**Run 1: M2 wires**

Bar = 20 um.
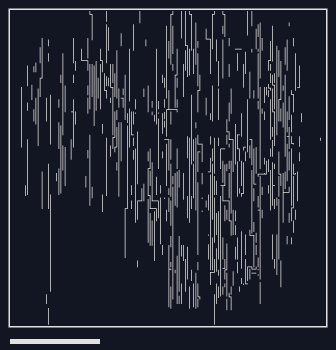
**Run 1: power grid**

Pins as bars on the die edge. Tap cells in gray.
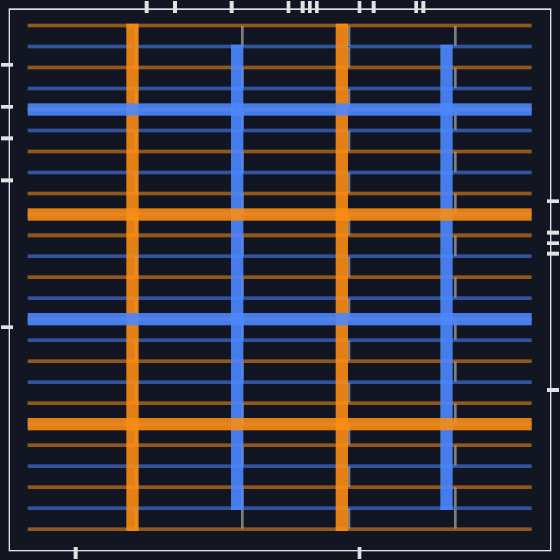
**Run 1: cells colored by class**

Bar = 20 um. Fill, decap, tap and diode cells in gray.
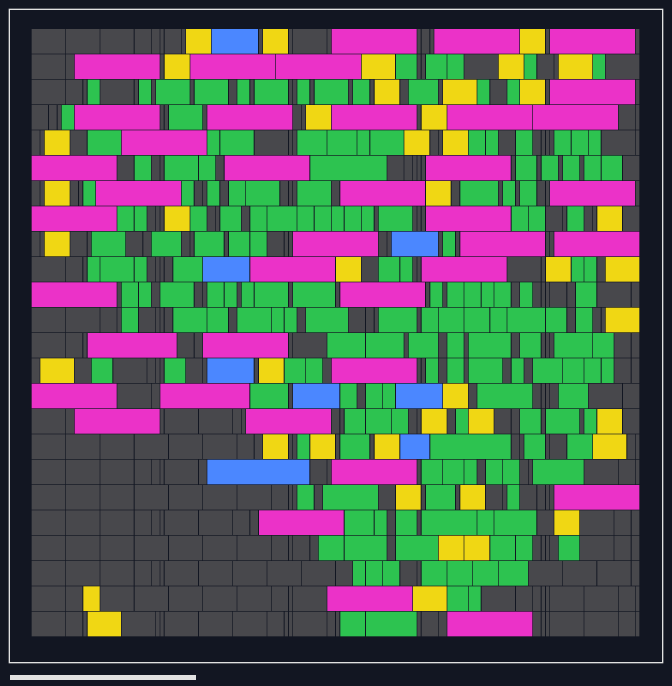
**Run 1: clock distribution**

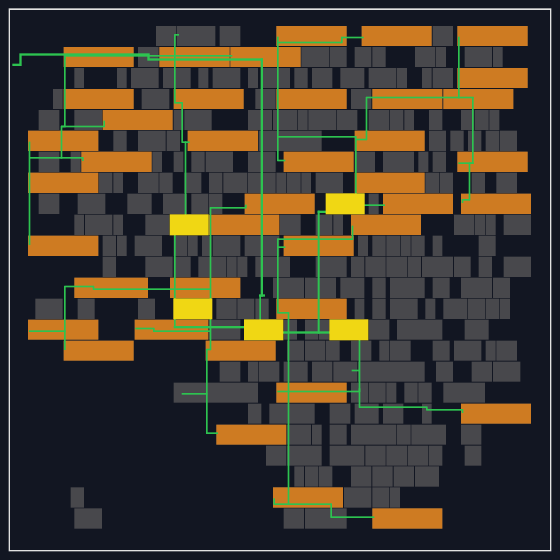
===== src/rtl/uart_rx_param_if.sv =====
// Receive-side holding-register interface: word, status flags and the
// valid/ready handshake toward the register block.
interface uart_rx_param_if #(
  parameter int DATA_W = 8
);
  logic [DATA_W-1:0] out;
  logic              out_valid;
  logic              out_ready;
  logic              frame_err;
  logic              parity_err;
  logic              overrun;

  modport master (output out, out_valid, frame_err, parity_err, overrun,
                  input  out_ready);
  modport slave  (input  out, out_valid, frame_err, parity_err, overrun,
                  output out_ready);
endinterface


===== src/rtl/uart_rx_param.sv =====
// Parametrised UART receiver: 2-flop synchroniser, tick-driven mid-bit
// sampling, optional parity, one or two stop bits, holding register with
// valid/ready handshake and per-word status.
// Optional macro UART_RX_BREAK_EN adds break_det and post-break idle recovery.
module uart_rx_param #(
  parameter int DATA_W = 8,
  parameter int OVS    = 16,
  parameter int CNT_W  = 5
) (
  input  logic clk,
  input  logic arst_n,
  input  logic rst,
  input  logic tick,
  input  logic rx_en,
  input  logic parity_en,
  input  logic parity_odd,
  input  logic stop2,
  input  logic rx_data,
  output logic busy,
`ifdef UART_RX_BREAK_EN
  output logic break_det,
`endif
  uart_rx_param_if.master o
);
  localparam int IW = (DATA_W > 1) ? $clog2(DATA_W) : 1;
  localparam logic [CNT_W-1:0] HALF = CNT_W'(OVS/2 - 1);
  localparam logic [CNT_W-1:0] FULL = CNT_W'(OVS - 1);
  localparam logic [IW-1:0]    LAST = IW'(DATA_W - 1);

  typedef enum logic [2:0] {IDLE, START, DATA, PARITY, STOP} state_t;

  state_t            state_q, state_d;
  logic [1:0]        sync_q, sync_d;
  logic [CNT_W-1:0]  tcnt_q, tcnt_d;
  logic [IW-1:0]     bidx_q, bidx_d;
  logic [DATA_W-1:0] shift_q, shift_d, out_q, out_d;
  logic pen_q, pen_d, podd_q, podd_d, st2_q, st2_d;
  logic pmis_q, pmis_d, sbad_q, sbad_d, sec_q, sec_d;
  logic valid_q, valid_d, busy_q, busy_d;
  logic ferr_q, ferr_d, perr_q, perr_d, ovr_q, ovr_d;
  logic rxs, bad_now;
`ifdef UART_RX_BREAK_EN
  logic zero_q, zero_d, brk_q, brk_d, wait_q, wait_d;
`endif

  assign rxs          = sync_q[1];
  assign busy         = busy_q;
  assign o.out        = out_q;
  assign o.out_valid  = valid_q;
  assign o.frame_err  = ferr_q;
  assign o.parity_err = perr_q;
  assign o.overrun    = ovr_q;
`ifdef UART_RX_BREAK_EN
  assign break_det    = brk_q;
`endif

  // Next-state, datapath and handshake; synchronous clear folded in last.
  always_comb begin
    state_d = state_q;  sync_d = {sync_q[0], rx_data};
    tcnt_d  = tcnt_q;   bidx_d = bidx_q;  shift_d = shift_q;  out_d = out_q;
    pen_d   = pen_q;    podd_d = podd_q;  st2_d   = st2_q;
    pmis_d  = pmis_q;   sbad_d = sbad_q;  sec_d   = sec_q;
    valid_d = valid_q;  busy_d = busy_q;
    ferr_d  = ferr_q;   perr_d = perr_q;  ovr_d   = ovr_q;
    bad_now = sbad_q | ~rxs;
`ifdef UART_RX_BREAK_EN
    zero_d = zero_q;  brk_d = 1'b0;  wait_d = wait_q;
`endif
    // Consumer handshake; a commit below overrides the clear.
    if (valid_q && o.out_ready) valid_d = 1'b0;

    case (state_q)
      IDLE: begin
        busy_d = 1'b0;
        if (tick) begin
`ifdef UART_RX_BREAK_EN
          if (wait_q) begin
            // After a break, require OVS consecutive high ticks.
            if (!rxs)                tcnt_d = '0;
            else if (tcnt_q == FULL) begin wait_d = 1'b0; tcnt_d = '0; end
            else                     tcnt_d = tcnt_q + 1'b1;
          end else
`endif
          if (rx_en && !rxs) begin
            state_d = START;  tcnt_d = '0;  busy_d = 1'b1;
            pen_d = parity_en;  podd_d = parity_odd;  st2_d = stop2;
            pmis_d = 1'b0;  sbad_d = 1'b0;  sec_d = 1'b0;
`ifdef UART_RX_BREAK_EN
            zero_d = 1'b1;
`endif
          end
        end
      end
      START: if (tick) begin
        if (tcnt_q != HALF) tcnt_d = tcnt_q + 1'b1;
        else if (rxs) begin state_d = IDLE; busy_d = 1'b0; end
        else begin state_d = DATA; tcnt_d = '0; bidx_d = '0; end
      end
      DATA: if (tick) begin
        if (tcnt_q != FULL) tcnt_d = tcnt_q + 1'b1;
        else begin
          tcnt_d = '0;
          shift_d[bidx_q] = rxs;
`ifdef UART_RX_BREAK_EN
          zero_d = zero_q & ~rxs;
`endif
          if (bidx_q == LAST) state_d = pen_q ? PARITY : STOP;
          else                bidx_d  = bidx_q + 1'b1;
        end
      end
      PARITY: if (tick) begin
        if (tcnt_q != FULL) tcnt_d = tcnt_q + 1'b1;
        else begin
          tcnt_d  = '0;
          pmis_d  = ((^shift_q) ^ rxs) != podd_q;
          state_d = STOP;
`ifdef UART_RX_BREAK_EN
          zero_d = zero_q & ~rxs;
`endif
        end
      end
      STOP: if (tick) begin
        if (tcnt_q != FULL) tcnt_d = tcnt_q + 1'b1;
        else begin
          tcnt_d = '0;
          sbad_d = bad_now;
`ifdef UART_RX_BREAK_EN
          if (!sec_q) zero_d = zero_q & ~rxs;
`endif
          if (st2_q && !sec_q) sec_d = 1'b1;
          else begin
            // Commit: load holding register and status in one cycle.
            state_d = IDLE;     busy_d  = 1'b0;
            out_d   = shift_q;  ferr_d  = bad_now;
            perr_d  = pmis_q & pen_q;
            ovr_d   = valid_q & ~o.out_ready;
            valid_d = 1'b1;
`ifdef UART_RX_BREAK_EN
            if (zero_d) begin brk_d = 1'b1; wait_d = 1'b1; end
`endif
          end
        end
      end
      default: state_d = IDLE;
    endcase

    if (rst) begin
      state_d = IDLE;  sync_d = 2'b11;  tcnt_d = '0;  bidx_d = '0;
      shift_d = '0;    out_d  = '0;
      pen_d = 1'b0;  podd_d = 1'b0;  st2_d = 1'b0;
      pmis_d = 1'b0; sbad_d = 1'b0;  sec_d = 1'b0;
      valid_d = 1'b0; busy_d = 1'b0;
      ferr_d = 1'b0; perr_d = 1'b0;  ovr_d = 1'b0;
`ifdef UART_RX_BREAK_EN
      zero_d = 1'b0; brk_d = 1'b0;   wait_d = 1'b0;
`endif
    end
  end

  // FSM state register.
  always_ff @(posedge clk or negedge arst_n) begin
    if (!arst_n) state_q <= IDLE;
    else         state_q <= state_d;
  end

  // Datapath, status and synchroniser registers.
  always_ff @(posedge clk or negedge arst_n) begin
    if (!arst_n) begin
      sync_q <= 2'b11;  tcnt_q <= '0;  bidx_q <= '0;
      shift_q <= '0;    out_q  <= '0;
      pen_q <= 1'b0;  podd_q <= 1'b0;  st2_q <= 1'b0;
      pmis_q <= 1'b0; sbad_q <= 1'b0;  sec_q <= 1'b0;
      valid_q <= 1'b0; busy_q <= 1'b0;
      ferr_q <= 1'b0; perr_q <= 1'b0;  ovr_q <= 1'b0;
`ifdef UART_RX_BREAK_EN
      zero_q <= 1'b0; brk_q <= 1'b0;   wait_q <= 1'b0;
`endif
    end else begin
      sync_q <= sync_d;  tcnt_q <= tcnt_d;  bidx_q <= bidx_d;
      shift_q <= shift_d; out_q <= out_d;
      pen_q <= pen_d;   podd_q <= podd_d;  st2_q <= st2_d;
      pmis_q <= pmis_d; sbad_q <= sbad_d;  sec_q <= sec_d;
      valid_q <= valid_d; busy_q <= busy_d;
      ferr_q <= ferr_d; perr_q <= perr_d;  ovr_q <= ovr_d;
`ifdef UART_RX_BREAK_EN
      zero_q <= zero_d; brk_q <= brk_d;    wait_q <= wait_d;
`endif
    end
  end
endmodule


===== src/flat_wrapper.sv =====
// flat-port wrapper written by rule: the top's interface ports become plain ports
module uart_rx_param_flat 
#(
  parameter int DATA_W = 8,
  parameter int OVS    = 16,
  parameter int CNT_W  = 5
)
  (clk, arst_n, rst, tick, rx_en, parity_en, parity_odd, stop2, rx_data, busy, o_out, o_out_valid, o_frame_err, o_parity_err, o_overrun, o_out_ready);
  uart_rx_param_if #(.DATA_W(DATA_W)) o_i ();
  input  logic clk;
  input  logic arst_n;
  input  logic rst;
  input  logic tick;
  input  logic rx_en;
  input  logic parity_en;
  input  logic parity_odd;
  input  logic stop2;
  input  logic rx_data;
  output logic busy;
  output wire logic [$bits(o_i.out)-1:0] o_out;
  output wire logic [$bits(o_i.out_valid)-1:0] o_out_valid;
  output wire logic [$bits(o_i.frame_err)-1:0] o_frame_err;
  output wire logic [$bits(o_i.parity_err)-1:0] o_parity_err;
  output wire logic [$bits(o_i.overrun)-1:0] o_overrun;
  input wire logic [$bits(o_i.out_ready)-1:0] o_out_ready;
  assign o_out = o_i.out;
  assign o_out_valid = o_i.out_valid;
  assign o_frame_err = o_i.frame_err;
  assign o_parity_err = o_i.parity_err;
  assign o_overrun = o_i.overrun;
  assign o_i.out_ready = o_out_ready;
  uart_rx_param #(.DATA_W(DATA_W), .OVS(OVS), .CNT_W(CNT_W)) u_core (.clk(clk), .arst_n(arst_n), .rst(rst), .tick(tick), .rx_en(rx_en), .parity_en(parity_en), .parity_odd(parity_odd), .stop2(stop2), .rx_data(rx_data), .busy(busy), .o(o_i));
endmodule

===== config.mk =====
export PLATFORM = sky130hd
export DESIGN_NAME = uart_rx_param_flat
export DESIGN_NICKNAME = d
export VERILOG_FILES = /design/src/rtl/uart_rx_param_if.sv /design/src/rtl/uart_rx_param.sv /design/src/flat_wrapper.sv
export SDC_FILE = /design/constraint.sdc
export NUM_CORES = 1
export LEC_CHECK = 0
export CAP_MARGIN = 25
export CORE_MARGIN = 2
export CORE_UTILIZATION = 53
export DETAILED_ROUTE_END_ITERATION = 10
export HOLD_SLACK_MARGIN = 0.06
export PLACE_DENSITY = 0.85
export SLEW_MARGIN = 20
export SYNTH_ARGS = -nofsm -noshare
export SYNTH_HDL_FRONTEND = slang
export SYNTH_SLANG_ARGS = --single-unit

===== constraint.sdc =====
create_clock -name clk -period 2.2 [get_ports clk]
set_clock_uncertainty 0.1 [all_clocks]
set_input_delay 0.22 -clock clk [delete_from_list [all_inputs] [get_ports clk]]
set_output_delay 0.22 -clock clk [all_outputs]
set_load 0.1 [all_outputs]

==> Implementation_results.wiki, run 1 <==
== Implementation results ==
{| class="wikitable"
! Metric !! Value
|-
| Type of destination of the critical path || register
|-
| Initial antenna violation count || 0
|-
| Floorplan core density || 54.2%
|-
| CTS H-tree lvls || 2
|-
| Via count of the first global-routing pass || 1810
|-
| Switching share of power || 29.0%
|-
| Maximum fanout along the worst path || 5
|-
| Number of DRC violations after detailed routing || 0
|-
| Placer Congestion || 0.887
|-
| Logic gate share of total power || 24.8%
|-
| Number of nets in the synthesized netlist || 246
|-
| Post-synthesis area per instance || 9.96 um^2
|-
| CP Capture Point || u_core.state_q[0]
|-
| Summed standard-cell area reported by yosys || 0.00231 mm^2
|-
| Number of different library cells in the post-synthesis netlist || 58
|-
| Cells after synthesis || 232
|-
| Post-synthesis async set-or-reset flop share || 100%
|-
| Switching power summed over all nets || 577 uW
|-
| Cell count listed in synth_stat.txt || 232
|-
| Die height || 70.0 um
|-
| Cell-internal power || 1410 uW
|-
| Synth area leader || sky130_fd_sc_hd__dfrtp_1
|-
| Filler Cells Inserted || 344
|-
| Part of the total power dissipated in sequential elements || 43.6%
|-
| Fraction of final layout cells with drive strength greater than 1 || 23.3%
|-
| Total Power Consumption || 1990 uW
|-
| Largest cells by area || sky130_fd_sc_hd__dfrtp_1 41%, sky130_fd_sc_hd__mux2i_1 7.8%, sky130_fd_sc_hd__nand2_1 4.1%
|-
| Crit start category || register
|-
| Reg2reg end || u_core.state_q[0]
|-
| Worst R2R Setup Slack || 180 ps
|-
| Status || finished clean
|-
| Count of maximum capacitance violations || 0
|-
| Number of nets at the end of the flow || 283
|-
| Static leakage || 0.00132 uW
|-
| Worst r2r src || u_core.tcnt_q[0]
|-
| Worst Reg-to-Reg Cells || 6
|-
| TritonCTS sink count || 40
|-
| Seq share, synth || 43.4%
|-
| CTS tree || yes
|-
| Flops & latches, synth || 40
|-
| Finish-stage setup viols || 0
|-
| Clock latency of the later-clocked register in the worst-skew pair || 290 ps
|-
| Relative slew slack || 73.1%
|-
| Root Buffer || sky130_fd_sc_hd__clkbuf_8
|-
| Syn Std Cell Area || 0.00231 mm^2
|-
| Number of nets with antenna violations after routing || 0
|-
| Clk pwr share || 31.6%
|-
| Count of warning messages emitted by the tools || 26
|-
| Timing-limited maximum frequency || 495 MHz
|-
| Antenna cell count || 0
|-
| Time the final worst path needs with I/O delays and setup || 2020 ps
|-
| Arrival time of data at the critical path endpoint || 2100 ps
|-
| DRC marker count from the first detailed-route iteration || 185
|-
| Final Hold Slack || 278 ps
|-
| Iteration tally of the first detailed-router pass || 4
|-
| Via density per instance || 5.64
|-
| Power density over the cells || 722 mW/mm^2
|-
| Main flop type after synthesis || sky130_fd_sc_hd__dfrtp_1
|-
| Fin Setup TNS || 0 ps
|-
| Placed cells || 313
|-
| Count of boundary I/O pins || 23
|-
| Area growth from synthesis to final layout || 19.3%
|-
| Overall routing resource usage || 21.0%
|-
| Yosys warns || 0
|-
| PortBufs || 22
|-
| Global-route wire length before repair || 8.31 mm
|-
| Routed length per instance || 14.6 um
|-
| Die width || 70.0 um
|-
| Hold violation count in the final report || 0
|-
| Timing startpoint of the critical path || u_core.tcnt_q[0]
|-
| Cts bufs inserted || 5
|-
| Count of flip-flops with a built-in enable after synthesis || 0
|-
| Least-Margin Pin Slew || 404 ps
|-
| Dominant cell area share || 41.2%
|-
| RSZ-0062 raised after global routing || no
|-
| Post-DP HPWL || 3.45 mm
|-
| Data required time of the critical path || 2280 ps
|-
| Worst VDD drop || 357 uV
|-
| Type of the worst min-delay path || in2async
|-
| Largest net degree at the start of global routing || 22
|-
| Final global-route overflow total || 0
|-
| Final period util || 91.9%
|-
| Final count of pins violating max slew || 0
|-
| # Post-CTS Setup Buffers || 0
|-
| Clk pin slew, worst setup/hold paths || 80 ps
|-
| Die area || 0.00490 mm^2
|-
| Kind of critical path || reg2reg
|-
| Maximum clock insertion buffer count || 2
|-
| Final Instance Count excl. Fillers || 322
|}
Notes on 'M2 wires' above:
The layer carries 2170 um of wire. The layer holds 46% of the routed length. 234 nets have wire on it. The wires run mostly vertical.
wire length after detailed routing: 4.69 mm
met2 track demand over resource: 31.5%
total vias in the final route: 1817

Notes on 'power grid' above:
Key: blue = VDD; orange = VSS
The core has 24 rows. 25 met1 rails follow the rows. 23 signal pins sit on the boundary. 4 straps on met4.

Notes on 'cells colored by class' above:
Key: magenta = flops [cells 40]; yellow = other buffers and delay cells [cells 42]; blue = clock drivers and dummy loads [cells 8]; green = all other logic [cells 180]
core utilization of the finished layout: 64.6%
Core Area: 0.00426 mm^2
floorplan row count: 24
Layout Cell Area excl Fill: 0.00276 mm^2
sequential fraction of total cell area: 36.4%

Notes on 'clock distribution' above:
Key: orange = flip-flops [count 40]; green = clock wires [length 493 um]; yellow = cells driving clock nets [count 5]
Position of the flops: all over the die.

run 1: flip-flops by register name, summed over array words and instances, names as in the netlist, 2 cells and up:
register / flops
u_core.o.out: 8
u_core.shift_q: 8
u_core.tcnt_q: 5
u_core.sync_q: 2
u_core.bidx_q: 3
u_core.state_q: 3
run 1: routing by layer:
layer | track usage, % | vias up | share of wire (%)
li1 | - | 892 | -
met1 | 30.5 | 880 | 49
met2 | 31.5 | 39 | 46
met3 | 4.33 | 6 | 3.7
met4 | 6.84 | 0 | 1.4
met5 | 0 | - | 0
run 1: cells in the final DEF (no fill, tap or decap), drive strengths merged, types with 2 or more instances in the layout:
cell / Yosys / final
dfrtp: 38 / 38
buf: 9 / 33
nand2: 25 / 25
mux2i: 18 / 18
a21oi: 17 / 17
nor2: 15 / 15
nor3: 13 / 13
o21ai: 13 / 13
inv: 8 / 8
clkdlybuf4s50: 0 / 8
nand3: 6 / 6
xnor2: 6 / 6
clkbuf: 3 / 6
or2: 5 / 5
mux2: 5 / 5
nand2b: 4 / 4
ha: 4 / 4
and2: 3 / 3
nor2b: 3 / 3
and3: 3 / 3
o31ai: 3 / 3
nand4: 2 / 2
nor3b: 2 / 2
a21o: 2 / 2
or3: 2 / 2
dfstp: 2 / 2
or3b: 2 / 2
o32ai: 2 / 2
run 1: cell type report:
cell class | count | area, um^2 | share of cell area [%]
clock buffers | 6 | 82.6 | 3.00
clock inverters | 2 | 38.8 | 1.41
inverters | 8 | 30.0 | 1.09
multi-input cells | 172 | 1200 | 43.6
flip-flops and latches | 40 | 1000 | 36.4
well taps | 52 | 65.1 | 2.36
repair buffers | 42 | 335 | 12.2
run 1: power groups by stage:
stage	clock network, uW	registers [uW]	logic, uW
4_1_cts	644	865	496
2_1_floorplan	0	851	394
3_5_place_dp	0	881	491
6_report	628	867	494
3_3_place_gp	0	877	476
5_1_grt	673	879	545
run 1: cells by family after synthesis:
group / Yosys count / synth area share [%]
xor gates and xnor gates: 8 / 3.63
buffers and inverters: 20 / 4.71
AOI/OAI and AO/OA: 46 / 13.9
adders and majority gates: 5 / 2.60
muxes: 23 / 10.4
and+or+nand+nor: 90 / 21.3
DFF: 40 / 43.4
run 1: cells in the mapped netlist, drive strengths merged, types with 4 or more instances:
library cell,number
mux2,5
nand3,6
ha,4
o21ai,13
nand2,25
mux2i,18
buf,9
xnor2,6
nor3,13
inv,8
or2,5
nand2b,4
nor2,15
a21oi,17
dfrtp,38
run 1: per-stage QoR:
step / setup slack (ps) / cell area, um^2
2_1_floorplan: 201 / 2310
3_3_place_gp: 138 / 2620
3_5_place_dp: 74.0 / 2620
4_1_cts: 53.8 / 2750
5_1_grt: 22.9 / 2760
6_report: 179 / 2760
run 1: worst max-delay path, stage by stage (launching register included):
cell and delay [ps]:
sky130_fd_sc_hd__dfrtp_1 420, sky130_fd_sc_hd__ha_2 230, sky130_fd_sc_hd__and3b_1 220, sky130_fd_sc_hd__and2_1 180, sky130_fd_sc_hd__o32ai_1 330, sky130_fd_sc_hd__nor3_2 100, sky130_fd_sc_hd__mux2_1 320
run 1: timing repair:
item                                    CTS  global route
endpoints found under the setup margin    0             3
endpoints found under the hold margin    13             0
gates resized                             0             2
hold buffers                              1             0
--- run 2 (diff from run 1) ---
SLEW_MARGIN = 15   (was 20)
**Run 2: cells colored by class**

Bar = 20 um. Fill, decap, tap and diode cells in gray.
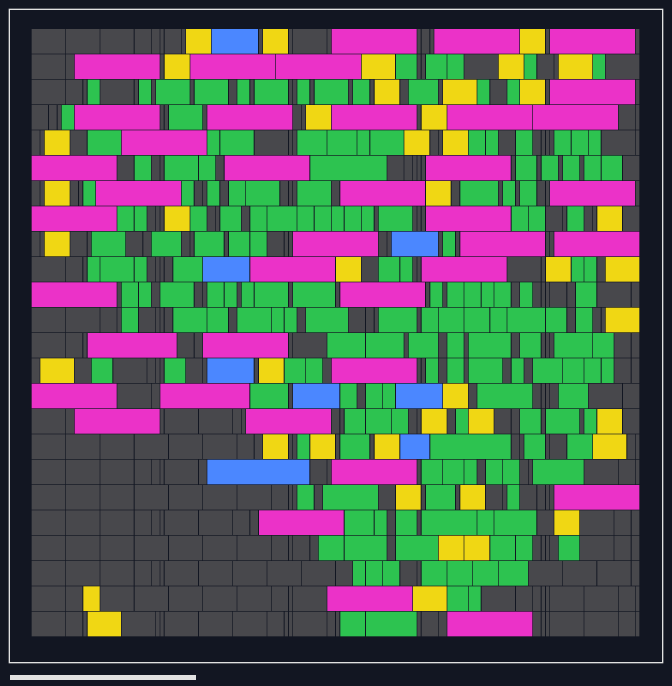
Key: blue = clock drivers and dummy loads [cells 8]; yellow = other buffers and delay cells [cells 42]; green = all other logic [cells 180]; magenta = flops [cells 40]

==> run 2 against run 1 <==
Effect of this change:
- worst setup slack stayed put
- area after synthesis stayed put
- maximum frequency stayed put
- die area stayed put
- critical endpoint unchanged
==> Implementation_results.wiki, run 2 <==
== Implementation results ==
{| class="wikitable"
! Metric !! Value
|-
| Maximum clock insertion buffer count || 2 (unchanged)
|-
| Antenna cell count || 0 (unchanged)
|-
| Floorplan row count || 24 (unchanged)
|-
| Type of the worst min-delay path || in2async
|-
| Worst R2R Setup Slack || 180 ps (about the same)
|-
| Kind of critical path || reg2reg
|-
| DRC marker count from the first detailed-route iteration || 185 (unchanged)
|-
| Static leakage || 0.00132 uW (unchanged)
|-
| Worst Reg-to-Reg Cells || 6 (unchanged)
|-
| Reg2reg end || u_core.state_q[0]
|-
| Status || finished clean
|-
| Leading post-synthesis cells by instance count || 38 x sky130_fd_sc_hd__dfrtp_1, 25 x sky130_fd_sc_hd__nand2_1, 18 x sky130_fd_sc_hd__mux2i_1
|-
| Fraction of final layout cells with drive strength greater than 1 || 23.3% (unchanged)
|-
| Time the final worst path needs with I/O delays and setup || 2020 ps (unchanged)
|-
| PortBufs || 22 (unchanged)
|-
| Final global-route overflow total || 0 (unchanged)
|-
| Synth area leader || sky130_fd_sc_hd__dfrtp_1
|-
| Iteration tally of the first detailed-router pass || 4 (unchanged)
|-
| Power density over the cells || 722 mW/mm^2 (unchanged)
|-
| Initial antenna violation count || 0 (unchanged)
|-
| Least-Margin Pin Slew || 404 ps (unchanged)
|-
| Global-route wire length before repair || 8.31 mm (unchanged)
|-
| Root Buffer || sky130_fd_sc_hd__clkbuf_8
|-
| Routed length per instance || 14.6 um (unchanged)
|-
| Number of nets in the synthesized netlist || 246 (unchanged)
|-
| Seq share, synth || 43.4% (unchanged)
|-
| Final Instance Count excl. Fillers || 322 (unchanged)
|-
| Post-synthesis area per instance || 9.96 um^2 (unchanged)
|-
| Cells along the critical path || ha_2 > and3b_1 > and2_1 > o32ai_1 > nor3_2 > mux2_1
|-
| Clk pin slew, worst setup/hold paths || 80 ps (about the same)
|-
| Post-synthesis async set-or-reset flop share || 100% (unchanged)
|-
| Relative slew slack || 73.1% (unchanged)
|-
| Via count of the first global-routing pass || 1810 (unchanged)
|-
| Yosys warns || 0 (unchanged)
|-
| Worst VDD drop || 357 uV (unchanged)
|-
| Total vias in the final route || 1817 (unchanged)
|-
| Flops & latches, synth || 40 (unchanged)
|-
| Largest net degree at the start of global routing || 22 (unchanged)
|-
| Die width || 70.0 um (unchanged)
|-
| Core Area || 0.00426 mm^2 (unchanged)
|-
| Most common library cell in the layout ignoring fill and taps || sky130_fd_sc_hd__dfrtp_1
|-
| Summed standard-cell area reported by yosys || 0.00231 mm^2 (unchanged)
|-
| Cell count listed in synth_stat.txt || 232 (unchanged)
|-
| Floorplan core density || 54.2% (unchanged)
|-
| Placed cells || 313 (unchanged)
|-
| Count of boundary I/O pins || 23 (unchanged)
|-
| RSZ-0062 raised after global routing || no
|-
| Filler Cells Inserted || 344 (unchanged)
|-
| Data required time of the critical path || 2280 ps (about the same)
|}
-- run 2: cell counts after synthesis --
Identical to the previous run, type by type.
-- run 2: how the worst max path moves through the flow --
stage / from / end / slack, ps / cells past startpoint
global placement: rst / u_core.bidx_q[0] / 140 / 6
finish: u_core.tcnt_q[0] / u_core.state_q[0] / 180 / 6
global route: u_core.tcnt_q[0] / u_core.state_q[0] / 20 / 6
floorplan: u_core.sync_q[1] / u_core.tcnt_q[4] / 200 / 6
detailed placement: u_core.tcnt_q[0] / u_core.state_q[0] / 70 / 6
CTS: u_core.tcnt_q[0] / u_core.state_q[0] / 50 / 6
-- run 2: final cells by class --
cell class / instances / area (um^2) / share of cell area, %
inverter: 8 / 30.0 / 1.09
clock buffer: 6 / 82.6 / 3.00
sequential: 40 / 1000 / 36.4
multi-input combinational: 172 / 1200 / 43.6
tap: 52 / 65.1 / 2.36
clock inverter: 2 / 38.8 / 1.41
timing repair buffer: 42 / 335 / 12.2
-- run 2: power by group --
group,total (uW),switching (uW),leakage [uW],internal [uW]
sequential,867,80.7,0.000545,786
clock,628,257,0.0000614,371
combinational,494,239,0.000715,255
total,1990,577,0.00132,1410
-- run 2: stage by stage --
step	instance area, um^2	hold WS, ps	utilization [%]
floorplan	2310	-176	-
global placement	2620	64.5	61.5
detailed placement	2620	62.9	61.5
CTS	2750	286	64.6
global route	2760	314	64.6
finish	2760	278	64.6
-- run 2: worst max-delay path, delay by kind of cell, from the launching register on --
family,cells,cell delay (ps)
mux,1,320
simple gates,3,500
compound gates,1,330
flops,1,420
fa+ha+maj,1,230
-- run 2: metal layers --
metal	track usage, %	up-vias	share of wire [%]
li1	-	892	-
met1	30.5	880	49
met2	31.5	39	46
met3	4.33	6	3.7
met4	6.84	0	1.4
met5	0	-	0
-- run 2: cell families (layout without fill, tap and decap cells) --
kind of cell    count (synthesis)  count (layout)  synth area share, %
compound gates                 46              46                 13.9
flops                          40              40                 43.4
buf+inv                        20              58                 4.71
mux                            23              23                 10.4
xor+xnor                        8               8                 3.63
simple gates                   90              90                 21.3
fa+ha+maj                       5               5                 2.60
-- run 2: what timing repair did --
action / in CTS / in global routing
hold endpoints to repair: 13 / 0
hold buffers: 1 / 0
resized: 0 / 2
endpoints found under the setup margin: 0 / 3
setup buffers: 0 / 0
--- run 3 (diff from run 2) ---
--- a/config.mk
+++ b/config.mk
@@ -10,6 +10,8 @@
 export CORE_UTILIZATION = 53
 export DETAILED_ROUTE_END_ITERATION = 10
+export GPL_ROUTABILITY_DRIVEN = 0
 export HOLD_SLACK_MARGIN = 0.06
 export PLACE_DENSITY = 0.85
+export SETUP_SLACK_MARGIN = 0.5
 export SLEW_MARGIN = 15
 export SYNTH_ARGS = -nofsm -noshare
--- a/constraint.sdc
+++ b/constraint.sdc
@@ -3,3 +3,3 @@
 set_input_delay 0.22 -clock clk [delete_from_list [all_inputs] [get_ports clk]]
 set_output_delay 0.22 -clock clk [all_outputs]
-set_load 0.1 [all_outputs]
+set_load 0.05 [all_outputs]
**Run 3: clock distribution**

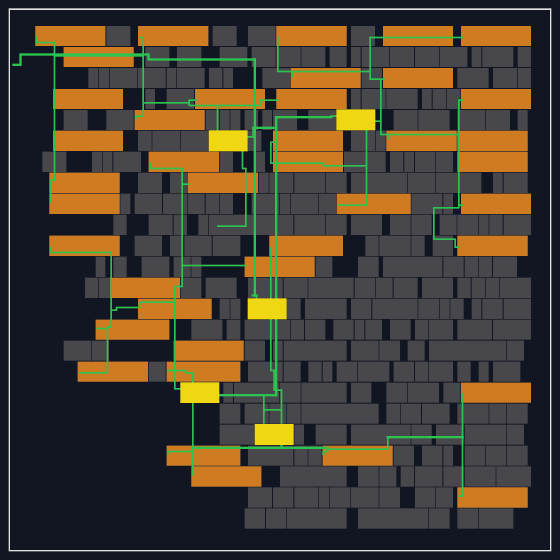
power drawn by the clock network: 631 uW
Clk pwr share: 26.8%
clock latency of the later-clocked register in the worst-skew pair: 300 ps

==> run 3 against run 2 <==
Effect of this change:
- hold slack improved by 25 ps
- design area grew 17%
- routed wire length up 60%
- register-to-register slack about the same
- critical endpoint is now u_core.tcnt_q[3]
- critical path type unchanged
- cell count rose by 8.4%
==> Implementation_results.wiki, run 3 <==
== Implementation results ==
{| class="wikitable"
! Metric !! Value
|-
| Status || finished clean
|-
| Post-synthesis area per instance || 9.96 um^2 (unchanged)
|-
| Floorplan core density || 54.2% (unchanged)
|-
| Post-synthesis async set-or-reset flop share || 100% (unchanged)
|-
| Part of the total power dissipated in sequential elements || 36.1% (-7.5 points)
|-
| Routed length per instance || 21.5 um (+48%)
|-
| Global-route wire length before repair || 10.6 mm (+28%)
|-
| DRC marker count from the first detailed-route iteration || 282 (+52%)
|-
| Time the final worst path needs with I/O delays and setup || 2020 ps (-2.56 ps)
|-
| Prevailing logic family in the synthesized netlist || simple AND/OR/NAND/NOR gates
|-
| Number of nets in the synthesized netlist || 246 (unchanged)
|-
| Root Buffer || sky130_fd_sc_hd__clkbuf_8
|-
| Post-Synth XOR/XNOR Area || 3.63% (unchanged)
|-
| Most common library cell in the layout ignoring fill and taps || sky130_fd_sc_hd__buf_4
|-
| Type of the worst min-delay path || in2async
|-
| Relative slew slack || 65.5% (-7.5 points)
|-
| Leading post-synthesis cells by instance count || 38 x sky130_fd_sc_hd__dfrtp_1, 25 x sky130_fd_sc_hd__nand2_1, 18 x sky130_fd_sc_hd__mux2i_1
|-
| Cell-internal power || 1580 uW (+12%)
|-
| Antenna cell count || 0 (unchanged)
|-
| Maximum clock insertion buffer count || 2 (unchanged)
|-
| Total vias in the final route || 2259 (+24%)
|-
| Flops & latches, synth || 40 (unchanged)
|-
| Simple-gate area share of the yosys netlist || 21.3% (unchanged)
|-
| Die width || 70.0 um (unchanged)
|-
| Reg2reg end || u_core.tcnt_q[3]
|-
| RSZ-0062 raised after global routing || yes
|-
| Largest net degree at the start of global routing || 29 (+32%)
|-
| Kind of critical path || reg2reg
|-
| Count of boundary I/O pins || 23 (unchanged)
|-
| Multiplexer area fraction after synthesis || 10.4% (unchanged)
|-
| Summed standard-cell area reported by yosys || 0.00231 mm^2 (unchanged)
|-
| Via count of the first global-routing pass || 2218 (+23%)
|-
| PortBufs || 22 (unchanged)
|-
| CP Capture Point || u_core.tcnt_q[3]
|-
| Yosys warns || 0 (unchanged)
|-
| Fraction of final layout cells with drive strength greater than 1 || 36.7% (+13 points)
|-
| Clk pin slew, worst setup/hold paths || 90 ps (about the same)
|-
| Final Hold Slack || 303 ps (+25.0 ps)
|-
| Worst Reg-to-Reg Cells || 7 (+1)
|-
| Final Instance Count excl. Fillers || 349 (+8.4%)
|-
| Final global-route overflow total || 0 (unchanged)
|-
| Static leakage || 0.00153 uW (+16%)
|-
| Cell count listed in synth_stat.txt || 232 (unchanged)
|-
| Logic gate share of total power || 37.1% (+12 points)
|-
| Switching power summed over all nets || 777 uW (+35%)
|-
| Filler Cells Inserted || 247 (-28%)
|-
| Switching share of power || 33.0% (+3.9 points)
|-
| Floorplan row count || 24 (unchanged)
|-
| Layout Cell Area excl Fill || 0.00323 mm^2 (+17%)
|-
| Iteration tally of the first detailed-router pass || 5 (+1)
|}
==> run 3: cell counts after synthesis <==
No cell type changed its count.
==> run 3: kinds of logic after synthesis <==
family                   count (synthesis)
AND/OR/NAND/NOR                         90
AND-OR/OR-AND                           46
flip-flops                              40
multiplexers                            23
buffers and inverters                   20
XOR/XNOR                                 8
adder cells (fa/ha/maj)                  5
==> run 3: worst max-delay path: stages, from the launching register on <==
cell and delay (ps):
sky130_fd_sc_hd__dfrtp_1 410, sky130_fd_sc_hd__ha_4 160, sky130_fd_sc_hd__nand3b_1 170, sky130_fd_sc_hd__buf_4 200, sky130_fd_sc_hd__buf_4 130, sky130_fd_sc_hd__o32ai_2 320
sky130_fd_sc_hd__a2bb2oi_1 290, sky130_fd_sc_hd__o41ai_2 120
==> run 3: cell type report <==
| class | count | share of cell area, % |
|---|---|---|
| clock buffers | 5 | 2.13 |
| inverters | 8 | 0.929 |
| well taps | 52 | 2.01 |
| multi-input cells | 172 | 43.9 |
| repair buffers | 69 | 18.4 |
| clock inverters | 3 | 1.43 |
| flip-flops and latches | 40 | 31.2 |
==> run 3: metrics by stage <==
step / setup slack [ps] / total power (uW) / util [%]
floorplan: 243 / 1250 / -
global placement: 74.6 / 1360 / 62.5
detailed placement: 24.4 / 1380 / 62.5
CTS: 309 / 2190 / 72.3
finish: 182 / 2360 / 75.8
global route: 150 / 2450 / 75.8
==> run 3: per-layer routing <==
layer  wire (um)  up-vias  track usage (%)
li1            -      943                -
met1        2950     1124             34.6
met2        3640      148             43.7
met3         576       44             6.06
met4         355        0             15.4
met5           0        -                0
==> run 3: repair_timing <==
| item | 4_1_cts | 5_1_grt |
|---|---|---|
| pin swaps | 14 | 13 |
| gates cloned | 1 | 0 |
| hold endpoints to repair | 18 | 0 |
| setup buffers | 22 | 7 |
| gates resized | 44 | 24 |
| endpoints found under the setup margin | 39 | 36 |
| hold buffers | 1 | 0 |
==> run 3: power by group through the flow <==
stage	Sequential, uW	Combinational, uW	Clock, uW
after floorplan	851	401	0
after global placement	881	478	0
after detailed placement	885	493	0
after CTS	843	705	637
after global routing	858	917	675
final	852	874	631
==> run 3: worst min path at each step <==
stage / startpoint / cells past startpoint / to / slack, ps
6_report: arst_n / 2 / u_core.st2_q / 300
4_1_cts: arst_n / 2 / u_core.o.overrun / 300
3_5_place_dp: arst_n / 1 / u_core.o.overrun / 80
3_3_place_gp: arst_n / 1 / u_core.o.overrun / 80
2_1_floorplan: arst_n / 0 / u_core.bidx_q[0] / -180
5_1_grt: arst_n / 2 / u_core.st2_q / 330
Power is estimated from default activity; no workload was simulated.
